==> run_1/port_nets.png <==
Scale bar: 50 um.
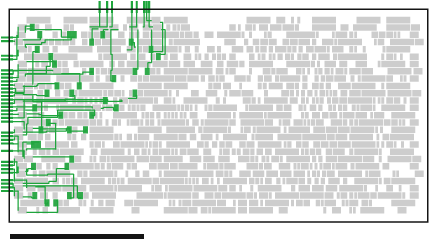
==> run_1/metal_stack.png <==
Two of the layers only.
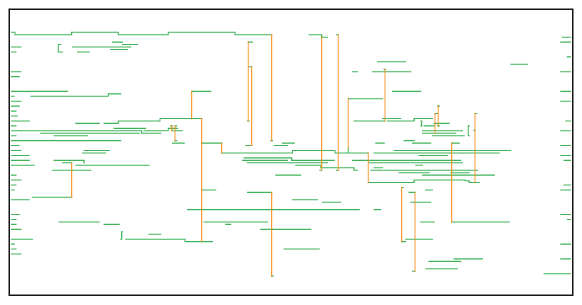
==> run_1/final_placement.png <==
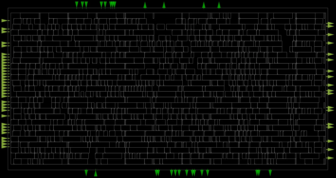
==> run_1/met2.png <==
Scale bar: 50 um.
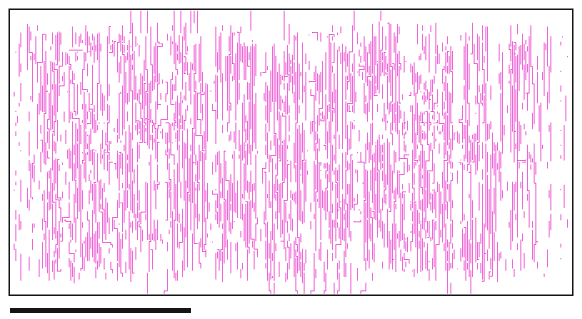
`src/rtl/bcd_to_binary_seq_if.sv`:
```
// rtl/bcd_to_binary_seq_if.sv - start/done handshake and result bus for the BCD-to-binary converter
interface bcd_to_binary_seq_if #(
    parameter int DIGITS = 10
);
    logic                  start;
    logic [4*DIGITS-1:0]   bcd_in;
    logic                  busy;
    logic                  done;
    logic [31:0]           bin_out;
    logic                  err_digit;
    logic                  overflow;

    modport master (
        output start, bcd_in,
        input  busy, done, bin_out, err_digit, overflow
    );

    modport slave (
        input  start, bcd_in,
        output busy, done, bin_out, err_digit, overflow
    );
endinterface

```
`src/rtl/bcd_to_binary_seq.sv`:
```
// rtl/bcd_to_binary_seq.sv - sequential BCD-to-binary converter, one multiply-by-10-and-add per digit
module bcd_to_binary_seq #(
    parameter int DIGITS = 10
) (
    input  logic                 clk,
    input  logic                 rst,
    bcd_to_binary_seq_if.slave   bus
);
    localparam int W  = 4 * DIGITS;
    localparam int CW = (DIGITS > 1) ? $clog2(DIGITS) : 1;

    typedef enum logic [1:0] {
        IDLE = 2'd0,
        CONV = 2'd1,
        DONE = 2'd2
    } state_t;

    state_t          state_q;
    logic [W-1:0]    sr_q;
    logic [35:0]     acc_q;
    logic [CW-1:0]   cnt_q;
    logic            err_q;
    logic            ovf_q;

    logic            busy_q;
    logic            done_q;
    logic [31:0]     bin_q;
    logic            err_out_q;
    logic            ovf_out_q;

    logic [3:0]      nib;
    logic [3:0]      digit_d;
    logic [35:0]     acc_d;
    logic            err_d;
    logic            ovf_d;

    // One conversion step on the most significant remaining nibble; acc freezes once overflowed
    always_comb begin
        nib     = sr_q[W-1 -: 4];
        digit_d = nib;
        err_d   = err_q;
        acc_d   = acc_q;
        ovf_d   = ovf_q;
        if (nib > 4'd9) begin
            err_d   = 1'b1;
            digit_d = 4'd0;
        end
        if (!ovf_q) begin
            // acc < 2^32 here, so acc*10+9 still fits in 36 bits
            acc_d = (acc_q << 3) + (acc_q << 1) + {32'd0, digit_d};
            if (acc_d > 36'h0_FFFF_FFFF) begin
                ovf_d = 1'b1;
            end
        end
    end

    // Control FSM with registered handshake and result outputs
    always_ff @(posedge clk or posedge rst) begin
        if (rst) begin
            state_q   <= IDLE;
            sr_q      <= '0;
            acc_q     <= '0;
            cnt_q     <= '0;
            err_q     <= 1'b0;
            ovf_q     <= 1'b0;
            busy_q    <= 1'b0;
            done_q    <= 1'b0;
            bin_q     <= '0;
            err_out_q <= 1'b0;
            ovf_out_q <= 1'b0;
        end else begin
            done_q <= 1'b0;
            case (state_q)
                IDLE: begin
                    if (bus.start) begin
                        sr_q    <= bus.bcd_in;
                        acc_q   <= '0;
                        cnt_q   <= '0;
                        err_q   <= 1'b0;
                        ovf_q   <= 1'b0;
                        busy_q  <= 1'b1;
                        state_q <= CONV;
                    end
                end
                CONV: begin
                    acc_q <= acc_d;
                    err_q <= err_d;
                    ovf_q <= ovf_d;
                    sr_q  <= sr_q << 4;
                    cnt_q <= cnt_q + 1'b1;
                    if (cnt_q == CW'(DIGITS - 1)) begin
                        state_q <= DONE;
                    end
                end
                DONE: begin
                    // A bad digit makes the value meaningless, so it wins over saturation
                    if (err_q) begin
                        bin_q <= '0;
                    end else if (ovf_q) begin
                        bin_q <= 32'hFFFF_FFFF;
                    end else begin
                        bin_q <= acc_q[31:0];
                    end
                    err_out_q <= err_q;
                    ovf_out_q <= ovf_q;
                    done_q    <= 1'b1;
                    busy_q    <= 1'b0;
                    state_q   <= IDLE;
                end
                default: begin
                    state_q <= IDLE;
                    busy_q  <= 1'b0;
                end
            endcase
        end
    end

    assign bus.busy      = busy_q;
    assign bus.done      = done_q;
    assign bus.bin_out   = bin_q;
    assign bus.err_digit = err_out_q;
    assign bus.overflow  = ovf_out_q;
endmodule
```
`src/flat_wrapper.sv`:
```
// flat-port wrapper written by rule: the top's interface ports become plain ports
module bcd_to_binary_seq_flat 
#(
    parameter int DIGITS = 10
)
  (clk, rst, bus_start, bus_bcd_in, bus_busy, bus_done, bus_bin_out, bus_err_digit, bus_overflow);
  bcd_to_binary_seq_if #(.DIGITS(DIGITS)) bus_i ();
  input  logic clk;
  input  logic rst;
  input wire logic [$bits(bus_i.start)-1:0] bus_start;
  input wire logic [$bits(bus_i.bcd_in)-1:0] bus_bcd_in;
  output wire logic [$bits(bus_i.busy)-1:0] bus_busy;
  output wire logic [$bits(bus_i.done)-1:0] bus_done;
  output wire logic [$bits(bus_i.bin_out)-1:0] bus_bin_out;
  output wire logic [$bits(bus_i.err_digit)-1:0] bus_err_digit;
  output wire logic [$bits(bus_i.overflow)-1:0] bus_overflow;
  assign bus_i.start = bus_start;
  assign bus_i.bcd_in = bus_bcd_in;
  assign bus_busy = bus_i.busy;
  assign bus_done = bus_i.done;
  assign bus_bin_out = bus_i.bin_out;
  assign bus_err_digit = bus_i.err_digit;
  assign bus_overflow = bus_i.overflow;
  bcd_to_binary_seq #(.DIGITS(DIGITS)) u_core (.clk(clk), .rst(rst), .bus(bus_i));
endmodule
```
`config.mk`:
```
export PLATFORM = sky130hd
export DESIGN_NAME = bcd_to_binary_seq_flat
export DESIGN_NICKNAME = d
export VERILOG_FILES = /design/src/rtl/bcd_to_binary_seq_if.sv /design/src/rtl/bcd_to_binary_seq.sv /design/src/flat_wrapper.sv
export SDC_FILE = /design/constraint.sdc
export NUM_CORES = 1
export LEC_CHECK = 0
export CAP_MARGIN = 20
export CORE_ASPECT_RATIO = 0.5
export CORE_UTILIZATION = 62
export DETAILED_ROUTE_END_ITERATION = 16
export GPL_TIMING_DRIVEN = 0
export PLACE_DENSITY = 0.86
export SYNTH_ARGS = -nofsm -noshare
export SYNTH_HDL_FRONTEND = slang
export SYNTH_SLANG_ARGS = --single-unit
```
`constraint.sdc`:
```
create_clock -name clk -period 8.7 [get_ports clk]
set_input_delay 1.74 -clock clk [delete_from_list [all_inputs] [get_ports clk]]
set_output_delay 1.74 -clock clk [all_outputs]
set_load 0.05 [all_outputs]
```
==> summary.txt, run 1 <==
Results of an implementation run.

The cell-mix breakdown from Yosys lists the simple-gate area share as 13.80%. The number of warnings printed during yosys synthesis is 0. The mean cell area of the mapped netlist is between 9 and 10 sq um.

After layout, the worst path uses 48.30% of the clock period. The flow ran to the end, and the final reports show no timing, DRC or antenna violations. The post-cts sizing count is 0.

The number of pins with negative max-slew slack in the final report is 0. The filler-free cell count of the finished design is about 1100. The synthesized instance count is around 800. The final worst hold slack is about 0.47 ns. For this run, the share of the core covered by cells in the final layout is between 70% and 80%. The script reports the combined buffer and inverter count of the critical path as 1.

The portion of total power attributed to sequential cells is ~29%. When the netlist entered floorplanning its net count stood at 910. In this design, the stage delay of the slowest critical-path cell is ~0.55 ns. The synthesized area is a little over 7000 sq um. The count of plain and timing-repair buffers is 128.

After synthesis, the chip area reported by Yosys is slightly above 7000 sq um. For this design, the sink count on the clock tree is around 120. The origin of the worst min-delay path is u_core.bus.bin_out[19]. Before placement the cells fill approximately two thirds of the core.

The placement-stage cell area is 8282 sq um. The sequential cell area is 2978 sq um. Combinational logic burns a little under half of the power.

The area fraction of clock buffers and clock inverters is about 7%. The post-detailed-placement half-perimeter wirelength is between 10 and 15 mm. The final clock skew is 0.006630 ns. The clock tree from TritonCTS is built. The capture endpoint of the worst hold path is u_core.bus.bin_out[19]. The most frequently used flop master after synthesis is dfrtp_1. The library cell used most frequently in the layout, excluding fill and tap cells, is dfrtp_1. The routed via count divided by cell count is 6.131. The worst reg2reg path endpoint is u_core.ovf_q. Looking at the post-CTS report, the setup buffer insertion count equals 0. The heaviest power group is combinational logic.
Notes on port_nets.png above:
| color | port | bits | direction | end cells | buffers | wire |
|---|---|---|---|---|---|---|
| green | bus_bcd_in | 40 | input | 40 | 40 | 910 um |
number of I/O port buffers: 78
count of boundary I/O pins: 79

Notes on metal_stack.png above:
| color | layer | wire length |
|---|---|---|
| green | met3 | 1230 um |
| orange | met4 | 354 um |
wire per inst: 18.34 um
total routing usage reported by global routing: 34.47%
count of vias placed by the detailed router: 6523
Routed WL: 19.52 mm

Notes on final_placement.png above:
share of the final layout cell area in sequential cells: 33.43%
number of standard-cell rows in the floorplan: 27
FFs & Latches: 119

Notes on met2.png above:
wire length on this layer: 9220 um
main direction: vertical
share of all routed wire: 47%
longest straight run: 55.4 um
GR met2 Demand/Resource: 57.66%

==> run 1: worst max path at each step <==
stage	endpoint	slack (ns)
floorplan	u_core.acc_q[0]	3.80
global route	u_core.ovf_q	4.26
finish	u_core.ovf_q	4.50
global placement	u_core.bus.bin_out[24]	2.13
detailed placement	u_core.ovf_q	4.64
CTS	u_core.ovf_q	4.55
==> run 1: synth_stat cells, drive strengths merged, types with 12 or more instances <==
cell type  instances
o21ai             96
xor2              12
dfrtp            119
nor2b             44
clkbuf            45
a21oi             72
nand2             90
inv               19
a22oi             36
nor2              45
ha                68
xnor2             18
o31ai             35
a21o              13
==> run 1: metal layers <==
metal	global-route usage (%)	share of wire (%)
met3	7.178	6.3
met2	57.66	47
met5	0	0
met4	11.78	1.8
met1	44.79	45
==> inputs of run 2 (changes only) <==
CORE_UTILIZATION = 57   (was 62)
PLACE_DENSITY = 0.8   (was 0.86)
clock period = 4.3 ns   (was 8.7 ns; I/O delays follow)
==> run_2/port_nets.png <==
Scale bar: 50 um.
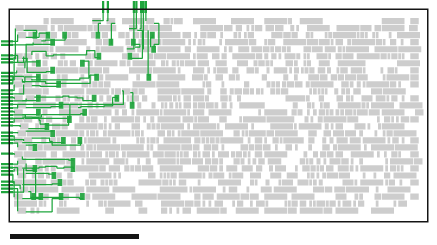
| color | port | bits | direction | end cells | buffers | wire |
|---|---|---|---|---|---|---|
| green | bus_bcd_in | 40 | input | 40 | 40 | 901 um |

==> run 2 against run 1 <==
Compared with the run above: register-to-register slack got worse by 4.3 ns; hold slack got worse by 0.0019 ns; sequential power increased by 100%; synthesized cell count is the same; worst setup slack got worse by 4.3 ns; clock skew up 0.00083 ns; via count shrank 2.0%; sequential cell count unchanged; global-route usage is 5.0 points lower; critical path type unchanged; critical endpoint unchanged.
==> summary.txt, run 2 <==
Results of an implementation run.

The effective utilization at floorplan was 59.97% (-4.8 points). The simple-gate share of the synthesized area was 13.80% (unchanged). The number of max-capacitance violations reported is 0.

The area added between synthesis and finish is 23.13%. For this design, Yosys synthesis ends with a cell count of about 800. The number of sinks handled by clock tree synthesis is 119 (unchanged). Counting flops per register, the top entry is u_core.sr_q. The share of synthesized area in the top cell type comes to 40.96%. The placement-stage cell area is 8289 sq um (about the same). The post-cts sizing count came to 0 (unchanged).

The utilization after layout was 73.84% (-5.6 points). The total setup buffers inserted after CTS is 0 (unchanged). The mean cell area of the mapped netlist is 9.121 sq um (unchanged).

The worst reg2reg path endpoint is u_core.ovf_q. Looking at the clock tree report, the root buffer type is clkbuf_16. For the completed layout, the total cell area is recorded as 8951 sq um. The number of warnings printed during yosys synthesis was 0 (unchanged).

The most common logic cell in the routed design is dfrtp_1. The buffers plus inverters on the worst setup path is 1 (unchanged). The clock tree from TritonCTS is built. The routed via count divided by cell count was 5.956 (-2.8%).

The net count of the mapped netlist is 910 (unchanged). The count of buffers inserted at the top-level ports is 78 (unchanged). The run finished with clean final reports. The most frequent cell after synthesis is dfrtp_1. The final worst hold slack is 0.4714 ns (-0.001917 ns). Among the stages of the critical path, the cell type that occurs most often is o211ai_1.

The share of the cycle needed by the critical path after routing is 94.40% (+46 points). TritonRoute reported its final design rule violation total as 0. The required time reported for the critical path endpoint is 4.58 ns.

The post-synthesis cell count is 797 (unchanged). The number of primary I/O pins came to 79 (unchanged). The number of pins with negative max-slew slack in the final report is 0 (unchanged). The filler-free cell count of the finished design is 1073 (+0.85%).

The biggest cell delay along the critical path came to 0.55 ns (about the same). The number of cell rows came to 28 (+3.7%). The chip area line of the yosys report is 7269 sq um (unchanged).

Per the OpenROAD timing report, the critical path contains 14 cells. The most frequently used flop master after synthesis is dfrtp_1. The final clock skew is 0.007458 ns (+0.0008278 ns). The origin of the worst min-delay path is u_core.bus.bin_out[0]. The post-detailed-placement half-perimeter wirelength came to 13.06 mm (-2.1%).
==> run_2/metal_stack.png <==
Two of the layers only.
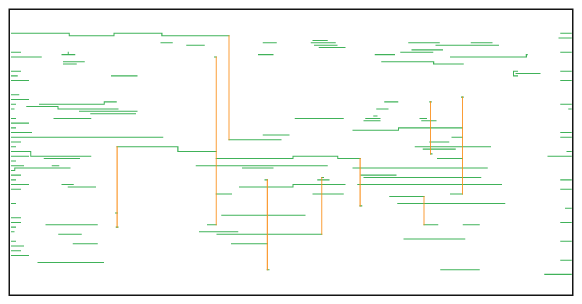
| color | layer | wire length |
|---|---|---|
| green | met3 | 1220 um |
| orange | met4 | 208 um |
count of vias placed by the detailed router: 6391
Routed WL: 18.44 mm
wire per inst: 17.19 um
total routing usage reported by global routing: 29.47%

[run 2: cell counts after synthesis]
No cell type changed its count.
[run 2: routing by layer]
layer | track usage [%] | up-vias | share of wire (%)
met3 | 5.909 | 26 | 6.6
met1 | 41.30 | 3078 | 47
met5 | 0 | - | 0
met2 | 46.68 | 215 | 45
met4 | 8.302 | 0 | 1.1
li1 | - | 3072 | -
[run 2: final cells by class]
cell class                 count  area, sq um
buffer                        49        183.9
clock buffer                  20        456.7
clock inverter                12        198.9
fill                         936         3171
inverter                      19        76.32
multi-input combinational    610         4043
sequential                   119         2978
tap                          165        206.4
timing repair buffer          79        808.3
[run 2: report_power, final]
part	internal [mW]	switching (mW)	total [mW]
registers	1.53	0.364	1.90
clock network	1.06	0.543	1.60
logic	1.09	1.91	3.00
Power is estimated from default activity; no workload was simulated.
